File: src/rtl/readout_pkg.sv
// Shared types and constants for the readout arbiter.
//   state_t      : arbiter FSM states (IDLE, GRANT, HOLDOFF)
//   REQ_*        : requester bit positions in req/done/grant
//   pick_winner  : fixed-priority / round-robin winner selection
package readout_pkg;

  localparam int N_REQ  = 3;
  localparam int REQ_TS = 0;
  localparam int REQ_B0 = 1;
  localparam int REQ_B1 = 2;

  typedef enum logic [1:0] {
    IDLE    = 2'd0,
    GRANT   = 2'd1,
    HOLDOFF = 2'd2
  } state_t;

  // Timestamp always wins; when both banks request, rr_ptr picks
  // (0 = bank0 preferred, 1 = bank1 preferred).
  function automatic logic [N_REQ-1:0] pick_winner(input logic [N_REQ-1:0] req,
                                                   input logic             rr_ptr);
    logic [N_REQ-1:0] w;
    w = '0;
    if (req[REQ_TS])                    w[REQ_TS] = 1'b1;
    else if (req[REQ_B0] && req[REQ_B1]) begin
      if (rr_ptr) w[REQ_B1] = 1'b1;
      else        w[REQ_B0] = 1'b1;
    end
    else if (req[REQ_B0])               w[REQ_B0] = 1'b1;
    else if (req[REQ_B1])               w[REQ_B1] = 1'b1;
    return w;
  endfunction

endpackage

File: src/rtl/arb_timer.sv
// Loadable up-counter with clear and terminal compare, shared by the
// watchdog and holdoff functions of the readout arbiter.
//   clk, reset : clock, synchronous active-high reset
//   clear      : force count to 0 (highest priority after reset)
//   load       : load count from load_val
//   en         : count up by one
//   term       : terminal value; at_term is high while count == term
module arb_timer #(
  parameter int W = 10
) (
  input  logic         clk,
  input  logic         reset,
  input  logic         clear,
  input  logic         load,
  input  logic [W-1:0] load_val,
  input  logic         en,
  input  logic [W-1:0] term,
  output logic [W-1:0] count,
  output logic         at_term
);

  always_ff @(posedge clk) begin
    if (reset || clear) count <= '0;
    else if (load)      count <= load_val;
    else if (en)        count <= count + 1'b1;
  end

  assign at_term = (count == term);

endmodule

File: src/rtl/readout_arbiter.sv
// Grants the serial readout path to one of timestamp / bank0 / bank1.
// Timestamp has absolute priority, the banks alternate round-robin, each
// completed transfer is followed by a holdoff, and a watchdog revokes
// grants that never see their done pulse.
//   clk, reset    : readout clock, synchronous active-high reset
//   req[2:0]      : level requests {bank1, bank0, timestamp}
//   done[2:0]     : one-cycle completion pulses from the sequencer
//   grant[2:0]    : registered one-hot grant (or zero)
//   busy          : high in GRANT or HOLDOFF
//   timeout_flag  : sticky watchdog indication
//   drop_count    : saturating count of revoked/aborted grants
//   grant_total   : saturating count of completed transfers
// Build option: define ARB_STATS_EN to implement grant_total; otherwise
// it is tied to zero.
module readout_arbiter
  import readout_pkg::*;
#(
  parameter int HOLDOFF_CYCLES = 16,
  parameter int TIMEOUT_CYCLES = 1023,
  parameter int DROP_CNT_W     = 8
) (
  input  logic                  clk,
  input  logic                  reset,
  input  logic [N_REQ-1:0]      req,
  input  logic [N_REQ-1:0]      done,
  output logic [N_REQ-1:0]      grant,
  output logic                  busy,
  output logic                  timeout_flag,
  output logic [DROP_CNT_W-1:0] drop_count,
  output logic [15:0]           grant_total
);

  localparam int TMAX = (TIMEOUT_CYCLES > HOLDOFF_CYCLES) ? TIMEOUT_CYCLES : HOLDOFF_CYCLES;
  localparam int TW   = (TMAX < 2) ? 1 : $clog2(TMAX);
  localparam logic [TW-1:0] TO_TERM = TW'(TIMEOUT_CYCLES - 1);
  localparam logic [TW-1:0] HO_TERM = TW'((HOLDOFF_CYCLES > 0) ? HOLDOFF_CYCLES - 1 : 0);
  // With no holdoff configured, leave GRANT straight to IDLE.
  localparam state_t POST_XFER = (HOLDOFF_CYCLES == 0) ? IDLE : HOLDOFF;

  state_t           state, state_n;
  logic [N_REQ-1:0] grant_n;
  logic             rr_ptr, rr_n;
  logic             tflag_n, drop_inc, total_inc;
  logic             done_g, req_g;
  logic [TW-1:0]    tcount, tterm;
  logic             at_term, tclear;

  assign done_g = |(done & grant);
  assign req_g  = |(req & grant);
  assign tterm  = (state == GRANT) ? TO_TERM : HO_TERM;
  // Timer restarts from 0 on every state entry.
  assign tclear = (state_n != state);

  arb_timer #(.W(TW)) u_timer (
    .clk      (clk),
    .reset    (reset),
    .clear    (tclear),
    .load     (1'b0),
    .load_val ('0),
    .en       (state != IDLE),
    .term     (tterm),
    .count    (tcount),
    .at_term  (at_term)
  );

  always_comb begin
    state_n   = state;
    grant_n   = grant;
    rr_n      = rr_ptr;
    tflag_n   = timeout_flag;
    drop_inc  = 1'b0;
    total_inc = 1'b0;
    case (state)
      IDLE: begin
        if (|req) begin
          grant_n = pick_winner(req, rr_ptr);
          state_n = GRANT;
        end
      end
      GRANT: begin
        // done beats both a simultaneous req drop and the watchdog
        if (done_g) begin
          grant_n   = '0;
          total_inc = 1'b1;
          if (!grant[REQ_TS]) rr_n = grant[REQ_B0];
          state_n   = POST_XFER;
        end else if (!req_g) begin
          grant_n  = '0;
          drop_inc = 1'b1;
          state_n  = IDLE;
        end else if (at_term) begin
          grant_n  = '0;
          tflag_n  = 1'b1;
          drop_inc = 1'b1;
          if (!grant[REQ_TS]) rr_n = grant[REQ_B0];
          state_n  = POST_XFER;
        end
      end
      HOLDOFF: begin
        grant_n = '0;
        if (at_term) state_n = IDLE;
      end
      default: begin
        grant_n = '0;
        state_n = IDLE;
      end
    endcase
  end

  always_ff @(posedge clk) begin
    if (reset) begin
      state        <= IDLE;
      grant        <= '0;
      busy         <= 1'b0;
      rr_ptr       <= 1'b0;
      timeout_flag <= 1'b0;
      drop_count   <= '0;
    end else begin
      state        <= state_n;
      grant        <= grant_n;
      busy         <= (state_n != IDLE);
      rr_ptr       <= rr_n;
      timeout_flag <= tflag_n;
      if (drop_inc && (drop_count != {DROP_CNT_W{1'b1}}))
        drop_count <= drop_count + 1'b1;
    end
  end

`ifdef ARB_STATS_EN
  always_ff @(posedge clk) begin
    if (reset)                                   grant_total <= '0;
    else if (total_inc && (grant_total != 16'hFFFF)) grant_total <= grant_total + 16'd1;
  end
`else
  assign grant_total = 16'd0;
  logic unused_total;
  assign unused_total = total_inc;
`endif

endmodule

File: config.mk
export PLATFORM = sky130hd
export DESIGN_NAME = readout_arbiter
export DESIGN_NICKNAME = d
export VERILOG_FILES = /design/src/rtl/readout_pkg.sv /design/src/rtl/arb_timer.sv /design/src/rtl/readout_arbiter.sv
export SDC_FILE = /design/constraint.sdc
export NUM_CORES = 1
export LEC_CHECK = 0
export ABC_CLOCK_PERIOD_IN_PS = 2700
export CORE_ASPECT_RATIO = 1.25
export CORE_UTILIZATION = 40
export CTS_BUF_LIST = sky130_fd_sc_hd__clkbuf_4 sky130_fd_sc_hd__clkbuf_8
export CTS_CLUSTER_DIAMETER = 150
export DETAILED_ROUTE_END_ITERATION = 12
export PLACE_DENSITY_LB_ADDON = 0.1
export RECOVER_POWER = 50
export SLEW_MARGIN = 20
export SYNTH_ARGS = -nofsm -noshare
export SYNTH_HDL_FRONTEND = slang
export SYNTH_SLANG_ARGS = --single-unit
File: constraint.sdc
create_clock -name clk -period 2.7 [get_ports clk]
set_clock_uncertainty 0.15 [all_clocks]
set_input_delay 0.405 -clock clk [delete_from_list [all_inputs] [get_ports clk]]
set_output_delay 0.405 -clock clk [all_outputs]
set_load 0.01 [all_outputs]
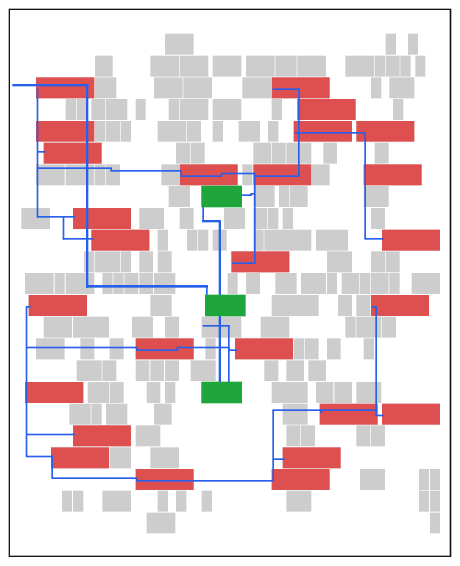
Run 1: routed clock nets over the placement
Drawn at 8 px/µm.
Blue marks clock wires, length 337 µm. Red marks flip-flops, count 26. Green marks cells driving clock nets, count 3.
Position of the flops: widely spread.

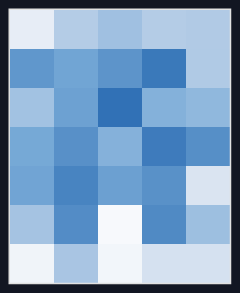
Run 1: cell area per tile
Drawn at 4 px/µm. 5 x 7 tiles, from white (low) to dark blue (high), 0 to 100% covered.
The emptiest ninth of the die: south. The mean over all tiles is 43%. The densest ninth of the die: centre. The fullest tile reaches 74%.
Util after Layout: 0.502
starting utilization of the core area: 0.428
Core Footprint: 3280 µm²

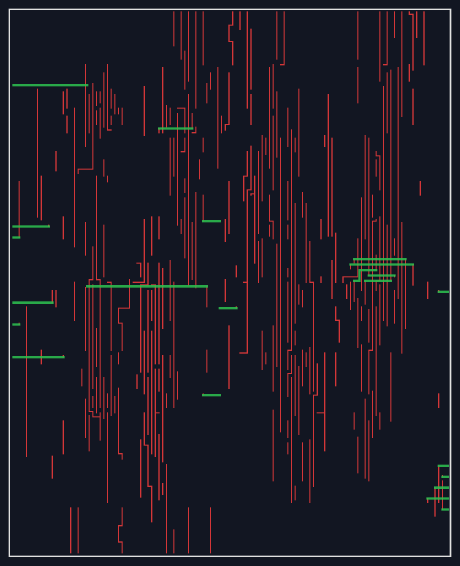
Run 1: wiring by layer
Drawn at 8 px/µm. Two of the layers only.
Green marks met3, wire length 83.9 µm. Red marks met2, wire length 1690 µm.

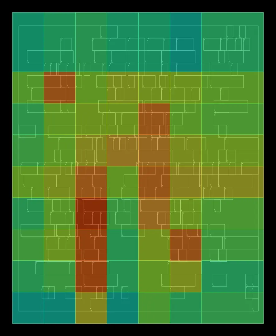
Run 1: routing congestion
global-route total usage across every layer: 0.182
met3 global-route usage: 0.0267
met2 track demand over resource in global routing: 0.336

run 1: registers in the layout, indices dropped and copies added (netlist names):
register,flops
grant,3
rr_ptr,1
timeout_flag,1
busy,1
state,2
u_timer.count,10
drop_count,8
run 1: report_power, final:
| group | total [mW] | leakage (nW) | switching, mW | internal, mW |
|---|---|---|---|---|
| registers | 0.407 | 0.211 | 0.0125 | 0.395 |
| clock network | 0.251 | 0.0288 | 0.120 | 0.130 |
| logic | 0.124 | 0.387 | 0.0743 | 0.0501 |
| total | 0.782 | 0.626 | 0.207 | 0.575 |
run 1: per-layer routing:
layer  routed length (µm)  GRT usage
met5                    0          0
met3                   83     0.0267
met1                 1260      0.200
met4                   46     0.0750
met2                 1690      0.336
==> Slide: Implementation Results, run 1 <==
Run Summary

Worst setup path
  • Cells along the critical path: dlygate4sd3_1, a222oi_1, o211ai_1, o21bai_1, o21a_1, o21a_1
  • Most numerous cell on the critical path: o21a_1
  • Number of cells traversed by the worst register-to-register path: 6
  • Kind of cell with the highest combined delay on the critical path: AND-OR/OR-AND gates
  • CP Launch Point: done[0]
  • Worst r2r dst: drop_count[4]$_SDFFE_PP0P_
  • Setup crit start kind: input pin
  • CP Buf/Inv Count: 1
  • Crit. path cell count: 6
  • Critical-path cell with the highest stage delay: a222oi_1
  • CP Capture Point: drop_count[4]$_SDFFE_PP0P_

Die
  • Count of standard-cell rows: 23
  • Total Die Area: 3750 µm²
  • Top-level I/O count: 37
  • Die height: a little under 70 µm

Clocking
  • CTS tree: yes
  • Post CTS Setup Buffer Count: 0
  • Hold buffer count at CTS: 0
  • H-tree depth reported by CTS: 1
  • Buffer levels on the longest clock path: 2
  • Count of clock tree sinks: 26
  • Buffer type at the clock tree root: clkbuf_8
  • Clk_lat worst skew: ~0.27 ns

Layout
  • Area share of buffers outside the clock network: 0.135
  • Biggest area consumer among cell classes: multi-input combinational cells
  • Signed area change from the synthesized netlist to the final layout: 17.5%
  • Layout fillers: approximately 330
  • Final layout net count: 203
  • Flip-flops: 26
  • Multi-input gates: around 130
  • Area occupied by registers: 520 µm²
  • Share of cell area taken by multi-input logic gates: 0.476
  • Diodes inserted: 0
  • Most frequent cells in the layout: dfxtp_1, nor2_1, nor3_1
  • Most common logic cell in the routed design: dfxtp_1
  • Multi-input gate area: roughly 800 µm²
  • Post-route non-filler standard cell count: between 200 and 250
  • Clkbuf count: 4
  • Number of non-clock buffers in the layout: 23
  • Inverters excl. clock: 5

Logic synthesis
  • Commonest cells in the netlist: dfxtp_1, nor2_1, nor3_1
  • Most instantiated flip-flop cell in the synthesis netlist: dfxtp_1
  • Average footprint of a synthesized cell: 8.30 µm²
  • Yosys-reported design area after synthesis: between 1000 and 1500 µm²
  • Synthesized area: about 1400 µm²
  • Post-synthesis cell count from yosys: ~170
  • Most area-hungry cell type in the Yosys netlist: dfxtp_1
  • Library cell with the highest instance count after synthesis: dfxtp_1
  • Xor/xnor share of the synthesized area: 0.0874
  • Share of flip-flops with an asynchronous set or reset after synthesis: 0
  • Number of instances in the synthesized netlist: between 150 and 200
  • MUX share of area: 0.0143
  • Number of different library cells in the post-synthesis netlist: 36
  • Synthesized-area fraction occupied by ao, oa, aoi and oai cells: 0.157
  • Yosys warning total: 0
  • Largest logic family: simple AND/OR/NAND/NOR gates

Pwr
  • Power density over the cells: 475 nW/µm²
  • Leakage power of the design: approximately 0.63 nW
  • Total chip power: 0.782 mW
  • Maximum vdd ir drop: about 230 µV

GRT
  • First-pass GRT wire length: 4.91 mm
  • Via count of the first global-routing pass: between 1k and 1.5k
  • GR Overflow Total: 0
  • Pin count of the biggest net entering global routing: 15

Drt
  • DR iter-0 viols: about 46
  • DRC violations left: 0
  • Final wirelength: just over 3 mm
  • Number of vias in the routed layout: approximately 1.2k
  • Antenna violation net count after detailed routing: 0
  • Via-per-instance ratio: about 5.3
  • Detail-routed net length per standard cell: 13.5 µm

Timing
  • Actual transition at the worst max-transition pin: 0.556 ns
  • Final sum of negative setup slack: 0 ns
  • Worst slack on hold paths: 0.355 ns
  • Post-layout period usage: 0.886
  • Min Tclk post-route: about 2.4 ns
  • Final number of max-transition violations: 0
  • Achievable frequency: 418 MHz
  • Final setup margin: roughly 0.31 ns
  • Max_slew headroom: 0.629

Min path
  • Hold path cells: 2
  • Start point of the worst min-delay path: timeout_flag$_SDFFE_PP0P_
  • Path category of the worst min-delay check: flip-flop to flip-flop

Placed design
  • Cell Area, Placed: around 1600 µm²
  • Final RePlAce weighted congestion: approximately 0.77
  • Post-placement cell count: ~230

Job
  • Number of warning messages in the logs: 26
  • Max-cap viol count: 0

Run status
  • Status: complete, no violations
==> run 1 -> run 2 <==
--- a/config.mk
+++ b/config.mk
@@ -5,9 +5,10 @@
 export SDC_FILE = /design/constraint.sdc
 export NUM_CORES = 1
 export LEC_CHECK = 0
-export ABC_CLOCK_PERIOD_IN_PS = 2700
+export ABC_CLOCK_PERIOD_IN_PS = 2250
 export CORE_ASPECT_RATIO = 1.25
-export CORE_UTILIZATION = 40
+export CORE_MARGIN = 3
+export CORE_UTILIZATION = 50
 export CTS_BUF_LIST = sky130_fd_sc_hd__clkbuf_4 sky130_fd_sc_hd__clkbuf_8
 export CTS_CLUSTER_DIAMETER = 150
 export DETAILED_ROUTE_END_ITERATION = 12
==> constraint.sdc (replaced) <==
create_clock -name clk -period 2.25 [get_ports clk]
set_clock_uncertainty 0.15 [all_clocks]
set_input_delay 0.3375 -clock clk [delete_from_list [all_inputs] [get_ports clk]]
set_output_delay 0.3375 -clock clk [all_outputs]
set_load 0.01 [all_outputs]
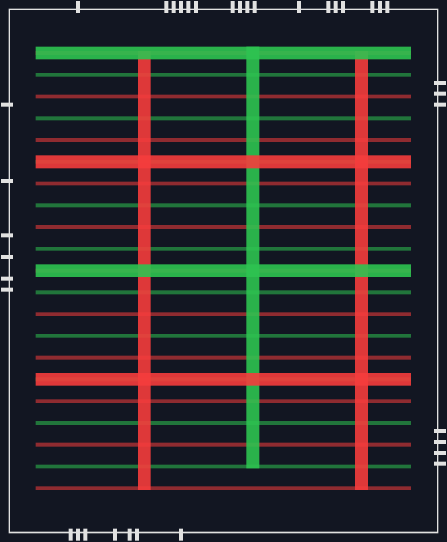
Run 2: PDN straps and rails
Drawn at 8 px/µm. Pins as bars on the die edge.
Green marks VDD. Red marks VSS.
3 straps on met4. The core has 20 rows. 4 straps on met5.
maximum vdd ir drop: 339 µV
die height: 65.2 µm
die outline width: 53.4 µm

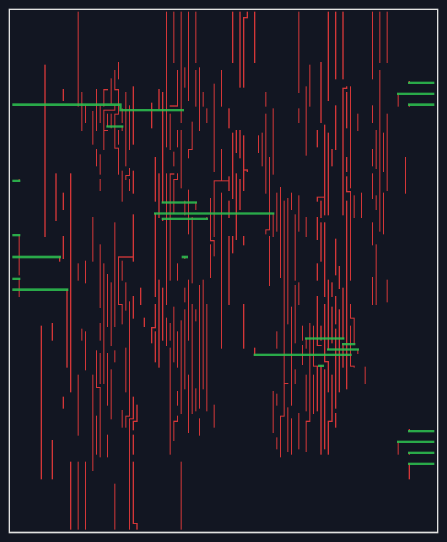
Run 2: wiring by layer
Drawn at 8 px/µm. Two of the layers only.
Green marks met3, wire length 108 µm. Red marks met2, wire length 1590 µm.
final wirelength: 3.03 mm
detail-routed net length per standard cell: 13.0 µm
global-route total usage across every layer: 0.191
number of vias in the routed layout: 1239

==> run 2 against run 1 <==
Net effect: final cell count is 1.3% higher; utilization is 15 points higher; non-clock buffer count is 7 higher; die area is 7.2% lower; synthesized cell count stayed put; worst hold slack worse by 0.0051 ns; final area is 1.5% higher; critical path type is now flip-flop to flip-flop; largest cell class unchanged; highest routed layer unchanged.
==> Slide: Implementation Results, run 2 <==
Run Summary

Run status
  • Status: complete, no violations

Logic synthesis
  • Synthesized area: between 1000 and 1500 µm²
  • Share of flip-flops with an asynchronous set or reset after synthesis: 0
  • Number of different library cells in the post-synthesis netlist: 36
  • Average footprint of a synthesized cell: between 8 and 9 µm²
  • Most instantiated flip-flop cell in the synthesis netlist: dfxtp_1
  • Yosys warning total: 0
  • Post-synthesis cell count from yosys: 169
  • Most area-hungry cell type in the Yosys netlist: dfxtp_1
  • Number of instances in the synthesized netlist: approximately 170
  • Commonest cells in the netlist: dfxtp_1, nor2_1, nor3_1

Job
  • Max-cap viol count: 0
  • Number of warning messages in the logs: 27

Pwr
  • Total chip power: a little under 0.9 mW
  • Pwr top: sequential cells
  • Logic power comb: ~0.16 mW
  • Power Internal: between 0.6 and 0.7 mW
  • Relative contribution of the clock network to total power: 0.265
  • Seq pwr share: 0.550
  • Combinational share of power: 0.185
  • Net Sw Frac: 0.274
  • Total sequential power: between 0.4 and 0.5 mW
  • Power density over the cells: 529 nW/µm²
  • Clock group power: 0.234 mW
  • Leakage power of the design: ~0.65 nW

Clocking
  • Count of clock tree sinks: 26
  • Hold buffer count at CTS: 0
  • CTS tree: yes
  • Clk_lat worst skew: between 0.3 and 0.4 ns
  • H-tree depth reported by CTS: 1
  • Post CTS Setup Buffer Count: 0
  • Buffer levels on the longest clock path: 2

Layout
  • Signed area change from the synthesized netlist to the final layout: 19.3%
  • Post-route non-filler standard cell count: about 230
  • Diodes inserted: 0
  • Top reg by flops: u_timer.count
  • Most frequent cells in the layout: dfxtp_1, nor2_1, nor3_1
  • Biggest registers after layout: u_timer.count: 10 flops, drop_count: 8 flops, grant: 3 flops
  • Final layout net count: around 210
  • Most common logic cell in the routed design: dfxtp_1
  • Util after Layout: 0.655

Drt
  • Via-per-instance ratio: 5.34
  • DR top layer: met4
  • DR iter-0 viols: 38
  • DRC violations left: 0
  • Antenna violation net count after detailed routing: 0

Worst setup path
  • Worst r2r dst: u_timer.count[6]$_SDFFE_PP0N_
  • CP Capture Point: u_timer.count[6]$_SDFFE_PP0N_
  • Number of cells traversed by the worst register-to-register path: 6
  • Crit. path cell count: 6
  • Most numerous cell on the critical path: a21oi_4
  • Cells along the critical path: nand2_1, or3_1, a21oi_4, o21ai_1, a21oi_4, nor3_1
  • Setup crit start kind: flip-flop
  • Kind of cell with the highest combined delay on the critical path: AND-OR/OR-AND gates
  • Critical-path cell with the highest stage delay: dfxtp_1

Timing
  • Final number of max-transition violations: 0
  • Final setup margin: about 0.14 ns
  • Worst slack on hold paths: 0.349 ns
  • Achievable frequency: about 470 MHz
  • Final sum of negative setup slack: 0 ns

Die
  • Top-level I/O count: 37
  • Total Die Area: between 3000 and 4000 µm²
  • Core Footprint: approximately 2600 µm²
  • Count of standard-cell rows: 20
  • Starting utilization of the core area: 0.550

Placed design
  • Final RePlAce weighted congestion: approximately 0.77
  • Post-placement cell count: between 200 and 250
  • Cell Area, Placed: 1640 µm²

GRT
  • Pin count of the biggest net entering global routing: 15
  • Met2 track demand over resource in global routing: 0.328
  • Met3 global-route usage: 0.0227
  • Most used routing layer in global routing: met2
  • Via count of the first global-routing pass: between 1k and 1.5k

Min path
  • Start point of the worst min-delay path: timeout_flag$_SDFFE_PP0P_
  • Hold path cells: 2
[run 2: cell counts after synthesis]
Identical to the previous run, type by type.
[run 2: area by class of cell]
cell class / instances / area [µm²]
Multi-Input combinational cell: 134 / 788
Fill cell: 233 / 880
Inverter: 5 / 18.8
Timing Repair Buffer: 30 / 268
Sequential cell: 26 / 520
Clock buffer: 4 / 36.3
Tap cell: 33 / 41.3
[run 2: cell families after synthesis]
kind of cell | Yosys count | synth area share
muxes | 2 | 0.0143
xor gates and xnor gates | 14 | 0.0874
and+or+nand+nor | 70 | 0.243
AOI/OAI and AO/OA | 30 | 0.157
buffers and inverters | 24 | 0.107
DFF | 26 | 0.371
adders and majority gates | 2 | 0.0178
other | 1 | 0.00267
Power is estimated from default activity; no workload was simulated.
